File: src/rtl/fpu_pkg.sv
// Shared definitions for the binary32 add/subtract coprocessor: command codes,
// field geometry, special encodings and FSM state codes.
package fpu_pkg;
    localparam logic [3:0] FPU_ADD = 4'd0;
    localparam logic [3:0] FPU_SUB = 4'd1;

    localparam int SIGN_W   = 1;
    localparam int EXP_W    = 8;
    localparam int MAN_W    = 23;
    localparam int EXP_BIAS = 127;

    localparam logic [31:0] QNAN    = 32'h7FC00000;
    localparam logic [31:0] POS_INF = 32'h7F800000;
    localparam logic [31:0] NEG_INF = 32'hFF800000;

    typedef logic [2:0] fpu_state_t;
    localparam fpu_state_t ST_IDLE   = 3'd0;
    localparam fpu_state_t ST_UNPACK = 3'd1;
    localparam fpu_state_t ST_ALIGN  = 3'd2;
    localparam fpu_state_t ST_ADD    = 3'd3;
    localparam fpu_state_t ST_NORM   = 3'd4;
    localparam fpu_state_t ST_ROUND  = 3'd5;
    localparam fpu_state_t ST_DONE   = 3'd6;
endpackage

File: src/rtl/fpu_lzc.sv
// 27-bit leading-zero counter; an all-zero input returns 27.
module fpu_lzc (
    input  logic [26:0] value,
    output logic [4:0]  count
);
    // seen[gi] is set when any bit at or above position gi is one
    logic [26:0] seen;

    genvar gi;
    generate
        for (gi = 0; gi < 27; gi++) begin : g_prefix
            assign seen[gi] = |value[26:gi];
        end
    endgenerate

    always_comb begin
        count = 5'd0;
        for (int i = 0; i < 27; i++) begin
            count = count + {4'd0, ~seen[i]};
        end
    end
endmodule

File: src/rtl/fpu_core.sv
// Multi-cycle binary32 add/subtract with round-to-nearest-even, denormal flush
// and request/acknowledge handshakes on both the operand and result sides.
module fpu_core
    import fpu_pkg::*;
(
    input  logic        clock,
    input  logic        reset,
    input  logic [3:0]  command,
    input  logic [31:0] data_a,
    input  logic [31:0] data_b,
    input  logic        input_rdy,
    output logic        input_ack,
    output logic        output_rdy,
    input  logic        output_ack,
    output logic [31:0] result
);
    fpu_state_t         state_reg;
    logic [3:0]         cmd_reg;
    logic [31:0]        a_reg, b_reg;
    logic               sign_a_reg, sign_b_reg;
    logic [EXP_W-1:0]   exp_a_reg, exp_b_reg, exp_l_reg;
    logic [MAN_W:0]     man_a_reg, man_b_reg;
    logic               special_reg, zero_sign_reg, sign_l_reg, eff_sub_reg, zero_reg;
    logic [31:0]        special_val_reg;
    logic [26:0]        man_l_reg, man_s_reg, norm_reg;
    logic [27:0]        sum_reg;
    logic signed [9:0]  exp_reg;
    logic [MAN_W-1:0]   frac_reg;
    logic               input_ack_reg, output_rdy_reg;
    logic [31:0]        result_reg;

    // Special-operand decode (operands are in a_reg/b_reg during UNPACK)
    logic        sign_b_eff, a_nan, b_nan, a_inf, b_inf, special_next;
    logic [31:0] special_val_next;
    always_comb begin
        sign_b_eff = b_reg[31] ^ (cmd_reg == FPU_SUB);
        a_nan = (a_reg[30:23] == 8'hFF) && (a_reg[22:0] != 23'd0);
        b_nan = (b_reg[30:23] == 8'hFF) && (b_reg[22:0] != 23'd0);
        a_inf = (a_reg[30:23] == 8'hFF) && (a_reg[22:0] == 23'd0);
        b_inf = (b_reg[30:23] == 8'hFF) && (b_reg[22:0] == 23'd0);
        special_next     = 1'b1;
        special_val_next = QNAN;
        if ((cmd_reg > FPU_SUB) || a_nan || b_nan || (a_inf && b_inf && (a_reg[31] != sign_b_eff))) begin
            special_val_next = QNAN;
        end else if (a_inf) begin
            special_val_next = a_reg[31] ? NEG_INF : POS_INF;
        end else if (b_inf) begin
            special_val_next = sign_b_eff ? NEG_INF : POS_INF;
        end else begin
            special_next = 1'b0;
        end
    end

    // Alignment: larger magnitude first, smaller shifted right with G/R/S
    logic             a_big;
    logic [EXP_W-1:0] exp_big, exp_small, exp_diff;
    logic [MAN_W:0]   man_big, man_small;
    logic [26:0]      ext_small, aligned_next;
    always_comb begin
        a_big     = {exp_a_reg, man_a_reg} >= {exp_b_reg, man_b_reg};
        exp_big   = a_big ? exp_a_reg : exp_b_reg;
        exp_small = a_big ? exp_b_reg : exp_a_reg;
        man_big   = a_big ? man_a_reg : man_b_reg;
        man_small = a_big ? man_b_reg : man_a_reg;
        exp_diff  = exp_big - exp_small;
        ext_small = {man_small, 3'b000};
        if (exp_diff >= 8'd27) begin
            aligned_next = {26'd0, |man_small};
        end else begin
            aligned_next = (ext_small >> exp_diff[4:0])
                         | {26'd0, |(ext_small & ~({27{1'b1}} << exp_diff[4:0]))};
        end
    end

    logic [27:0] sum_next;
    assign sum_next = eff_sub_reg ? ({1'b0, man_l_reg} - {1'b0, man_s_reg})
                                  : ({1'b0, man_l_reg} + {1'b0, man_s_reg});

    logic [4:0] lz_count;
    fpu_lzc u_lzc (
        .value (sum_reg[26:0]),
        .count (lz_count)
    );

    logic [26:0]       norm_next;
    logic signed [9:0] exp_norm_next;
    always_comb begin
        if (sum_reg[27]) begin
            norm_next     = {sum_reg[27:2], sum_reg[1] | sum_reg[0]};
            exp_norm_next = $signed({2'b00, exp_l_reg}) + 10'sd1;
        end else begin
            norm_next     = sum_reg[26:0] << lz_count;
            exp_norm_next = $signed({2'b00, exp_l_reg}) - $signed({5'd0, lz_count});
        end
    end

    logic              round_up;
    logic [24:0]       man_rnd;
    logic [MAN_W-1:0]  frac_next;
    logic signed [9:0] exp_rnd_next;
    always_comb begin
        round_up = norm_reg[2] & (norm_reg[1] | norm_reg[0] | norm_reg[3]);
        man_rnd  = {1'b0, norm_reg[26:3]} + {24'd0, round_up};
        if (man_rnd[24]) begin
            frac_next    = man_rnd[23:1];
            exp_rnd_next = exp_reg + 10'sd1;
        end else begin
            frac_next    = man_rnd[22:0];
            exp_rnd_next = exp_reg;
        end
    end

    logic [31:0] pack_next;
    always_comb begin
        if (special_reg) begin
            pack_next = special_val_reg;
        end else if (zero_reg) begin
            pack_next = {zero_sign_reg, 31'd0};
        end else if (exp_reg >= 10'sd255) begin
            pack_next = sign_l_reg ? NEG_INF : POS_INF;
        end else if (exp_reg <= 10'sd0) begin
            pack_next = {sign_l_reg, 31'd0};
        end else begin
            pack_next = {sign_l_reg, exp_reg[7:0], frac_reg};
        end
    end

    always_ff @(posedge clock) begin
        if (reset) begin
            state_reg      <= ST_IDLE;
            input_ack_reg  <= 1'b0;
            output_rdy_reg <= 1'b0;
            result_reg     <= 32'h0;
        end else begin
            case (state_reg)
                ST_IDLE: if (input_rdy) begin
                    cmd_reg       <= command;
                    a_reg         <= data_a;
                    b_reg         <= data_b;
                    input_ack_reg <= 1'b1;
                    state_reg     <= ST_UNPACK;
                end
                ST_UNPACK: begin
                    sign_a_reg      <= a_reg[31];
                    sign_b_reg      <= sign_b_eff;
                    exp_a_reg       <= a_reg[30:23];
                    exp_b_reg       <= b_reg[30:23];
                    man_a_reg       <= (a_reg[30:23] == 8'd0) ? 24'd0 : {1'b1, a_reg[22:0]};
                    man_b_reg       <= (b_reg[30:23] == 8'd0) ? 24'd0 : {1'b1, b_reg[22:0]};
                    special_reg     <= special_next;
                    special_val_reg <= special_val_next;
                    zero_sign_reg   <= a_reg[31] & sign_b_eff;
                    state_reg       <= ST_ALIGN;
                end
                ST_ALIGN: begin
                    sign_l_reg  <= a_big ? sign_a_reg : sign_b_reg;
                    eff_sub_reg <= sign_a_reg ^ sign_b_reg;
                    exp_l_reg   <= exp_big;
                    man_l_reg   <= {man_big, 3'b000};
                    man_s_reg   <= aligned_next;
                    state_reg   <= ST_ADD;
                end
                ST_ADD: begin
                    sum_reg   <= sum_next;
                    state_reg <= ST_NORM;
                end
                ST_NORM: begin
                    norm_reg  <= norm_next;
                    exp_reg   <= exp_norm_next;
                    zero_reg  <= (sum_reg == 28'd0);
                    state_reg <= ST_ROUND;
                end
                ST_ROUND: begin
                    frac_reg  <= frac_next;
                    exp_reg   <= exp_rnd_next;
                    state_reg <= ST_DONE;
                end
                ST_DONE: begin
                    // First DONE cycle packs the result; the handshake is open afterwards
                    if (!output_rdy_reg) begin
                        result_reg     <= pack_next;
                        output_rdy_reg <= 1'b1;
                    end else if (output_ack) begin
                        output_rdy_reg <= 1'b0;
                        input_ack_reg  <= 1'b0;
                        state_reg      <= ST_IDLE;
                    end
                end
                default: state_reg <= ST_IDLE;
            endcase
        end
    end

    assign input_ack  = input_ack_reg;
    assign output_rdy = output_rdy_reg;
    assign result     = result_reg;
endmodule

File: config.mk
export PLATFORM = sky130hd
export DESIGN_NAME = fpu_core
export DESIGN_NICKNAME = d
export VERILOG_FILES = /design/src/rtl/fpu_pkg.sv /design/src/rtl/fpu_lzc.sv /design/src/rtl/fpu_core.sv
export SDC_FILE = /design/constraint.sdc
export NUM_CORES = 1
export LEC_CHECK = 0
export ABC_AREA = 1
export CORE_MARGIN = 2
export CORE_UTILIZATION = 30
export DETAILED_ROUTE_END_ITERATION = 10
export PLACE_DENSITY = 0.44
export SYNTH_ARGS = -nofsm -noshare
export SYNTH_HDL_FRONTEND = slang
export SYNTH_SLANG_ARGS = --single-unit
File: constraint.sdc
create_clock -name clock -period 12.42 [get_ports clock]
set_input_delay 1.242 -clock clock [delete_from_list [all_inputs] [get_ports clock]]
set_output_delay 1.242 -clock clock [all_outputs]
set_load 0.02 [all_outputs]
==> images/ff_map.png <==
The bar under the picture is 100 µm long. Other sequential cells in the stronger grey, the rest of the logic in the fainter grey.
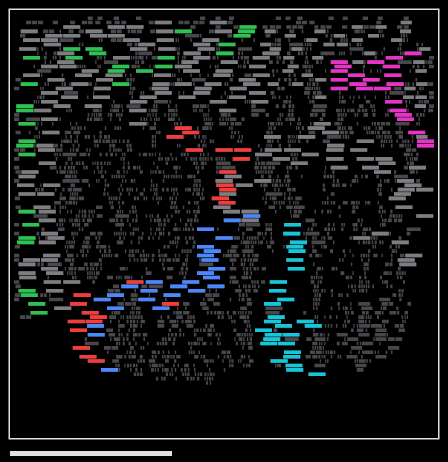
a_reg -> green  # sequential cells 32
man_s_reg -> blue  # sequential cells 27
frac_reg -> magenta  # sequential cells 23, where top right
sum_reg -> cyan  # sequential cells 28
man_l_reg -> red  # sequential cells 24
not coloured = 191

==> images/route_heat.png <==
The die is cut into 26 by 26 equal tiles; dark purple is low, yellow is high, scaled to the fullest tile. Values are wire area over tile area, all layers added.
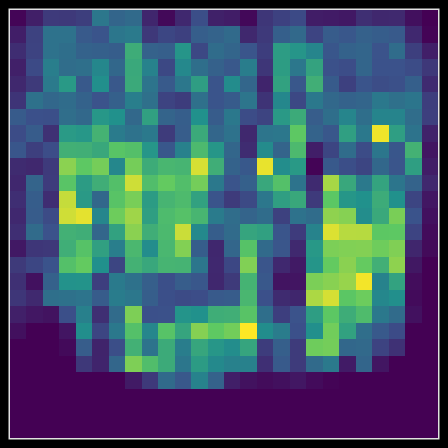
mean over tiles = 0.13
nearly empty tiles = 17%
tiles over half the peak = 25%
fullest tile = 0.41
emptiest ninth of the die = bottom left

==> images/clock_nets.png <==
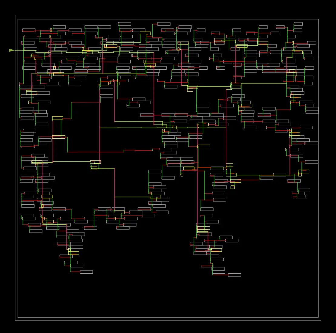
Setup Skew: 0.02490 ns
number of sinks driven by the clock tree: 325
P_clk: 1.13 mW
insertion delay to the later sink of the worst-skew pair: 0.57 ns
CTS Buf Count: 38

==> images/util_map.png <==
The bar under the picture is 100 µm long. The die is cut into 26 by 26 equal tiles; dark purple is low, yellow is high, 0 to 100% covered.
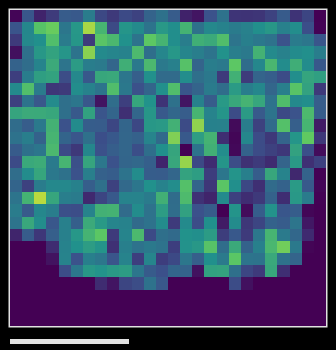
mean over tiles = 32%
tiles over 75% full = 1.3%
nearly empty tiles = 19%

==> images/layers.png <==
Only two layers are drawn.
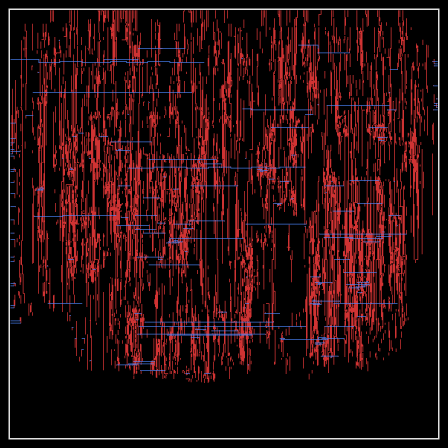
M2 -> red  # wire length 30.1 mm
M3 -> blue  # wire length 2050 µm

==> datasheet_impl.txt <==
Implementation parameters

Parameter                              Value

Setup path
  Worst setup SP type .................. flop
  Register-to-Register Path Depth .................. 43
  Launch point of the critical path .................. sum_reg[26]
  End point of the critical path .................. exp_reg[8]

Timing
  Count of final hold-check violations .................. 0
  PnR worst setup slack .................. between 2 and 2.5 ns
  Slew Limit Fails .................. 0

Synthesis
  Synth area leaders .................. edfxtp_1, nand2_1, ha_1
  Most used DFF post-synth .................. edfxtp_1
  Post-synth tally of flip-flops with integrated enable .................. between 200 and 300

Cells and area
  Layout overhead on the synthesized area .................. 15.36%
  Clock tree buffer count of the final layout .................. 50
  Flop share of the area .................. 0.3988
  Share of cells above drive strength 1 .................. 0.06843
  Combinational share of cell area .................. 0.3983

Die
  Row count .................. ~95
  Total number of tap cells .................. between 800 and 900

Placement
  RD Place Congestion .................. around 0.90

Run status
  Outcome .................. finished, final reports clean

Clock network
  Clock tree buffer depth .................. 3

Global route
  GRT Resource Usage Total .................. 0.1692

Pwr
  Switching power of the nets .................. ~0.85 mW
  Fraction of power spent switching nets .................. 0.2910
[metal layers]
metal | track usage | vias to the layer above | routed length [µm]
met5 | 0 | - | 0
met4 | 0.05344 | 0 | 1789
met3 | 0.01904 | 71 | 2049
met2 | 0.3043 | 293 | 30110
met1 | 0.2114 | 7810 | 26000
li1 | - | 8292 | -
[critical path: cells and delay by family (launching register included)]
kind            cells  cell delay [ns]
flops               1             0.49
compound gates      1             0.11
fa+ha+maj          10             5.00
simple gates       20             3.04
buf+inv            12             1.45
[logic make-up after synthesis]
kind of cell | after synthesis
xor+xnor | 49
mux | 14
simple gates | 1067
flops | 325
buf+inv | 420
compound gates | 429
fa+ha+maj | 121
Power figures rest on the tool's default switching activity, not on a simulated workload.
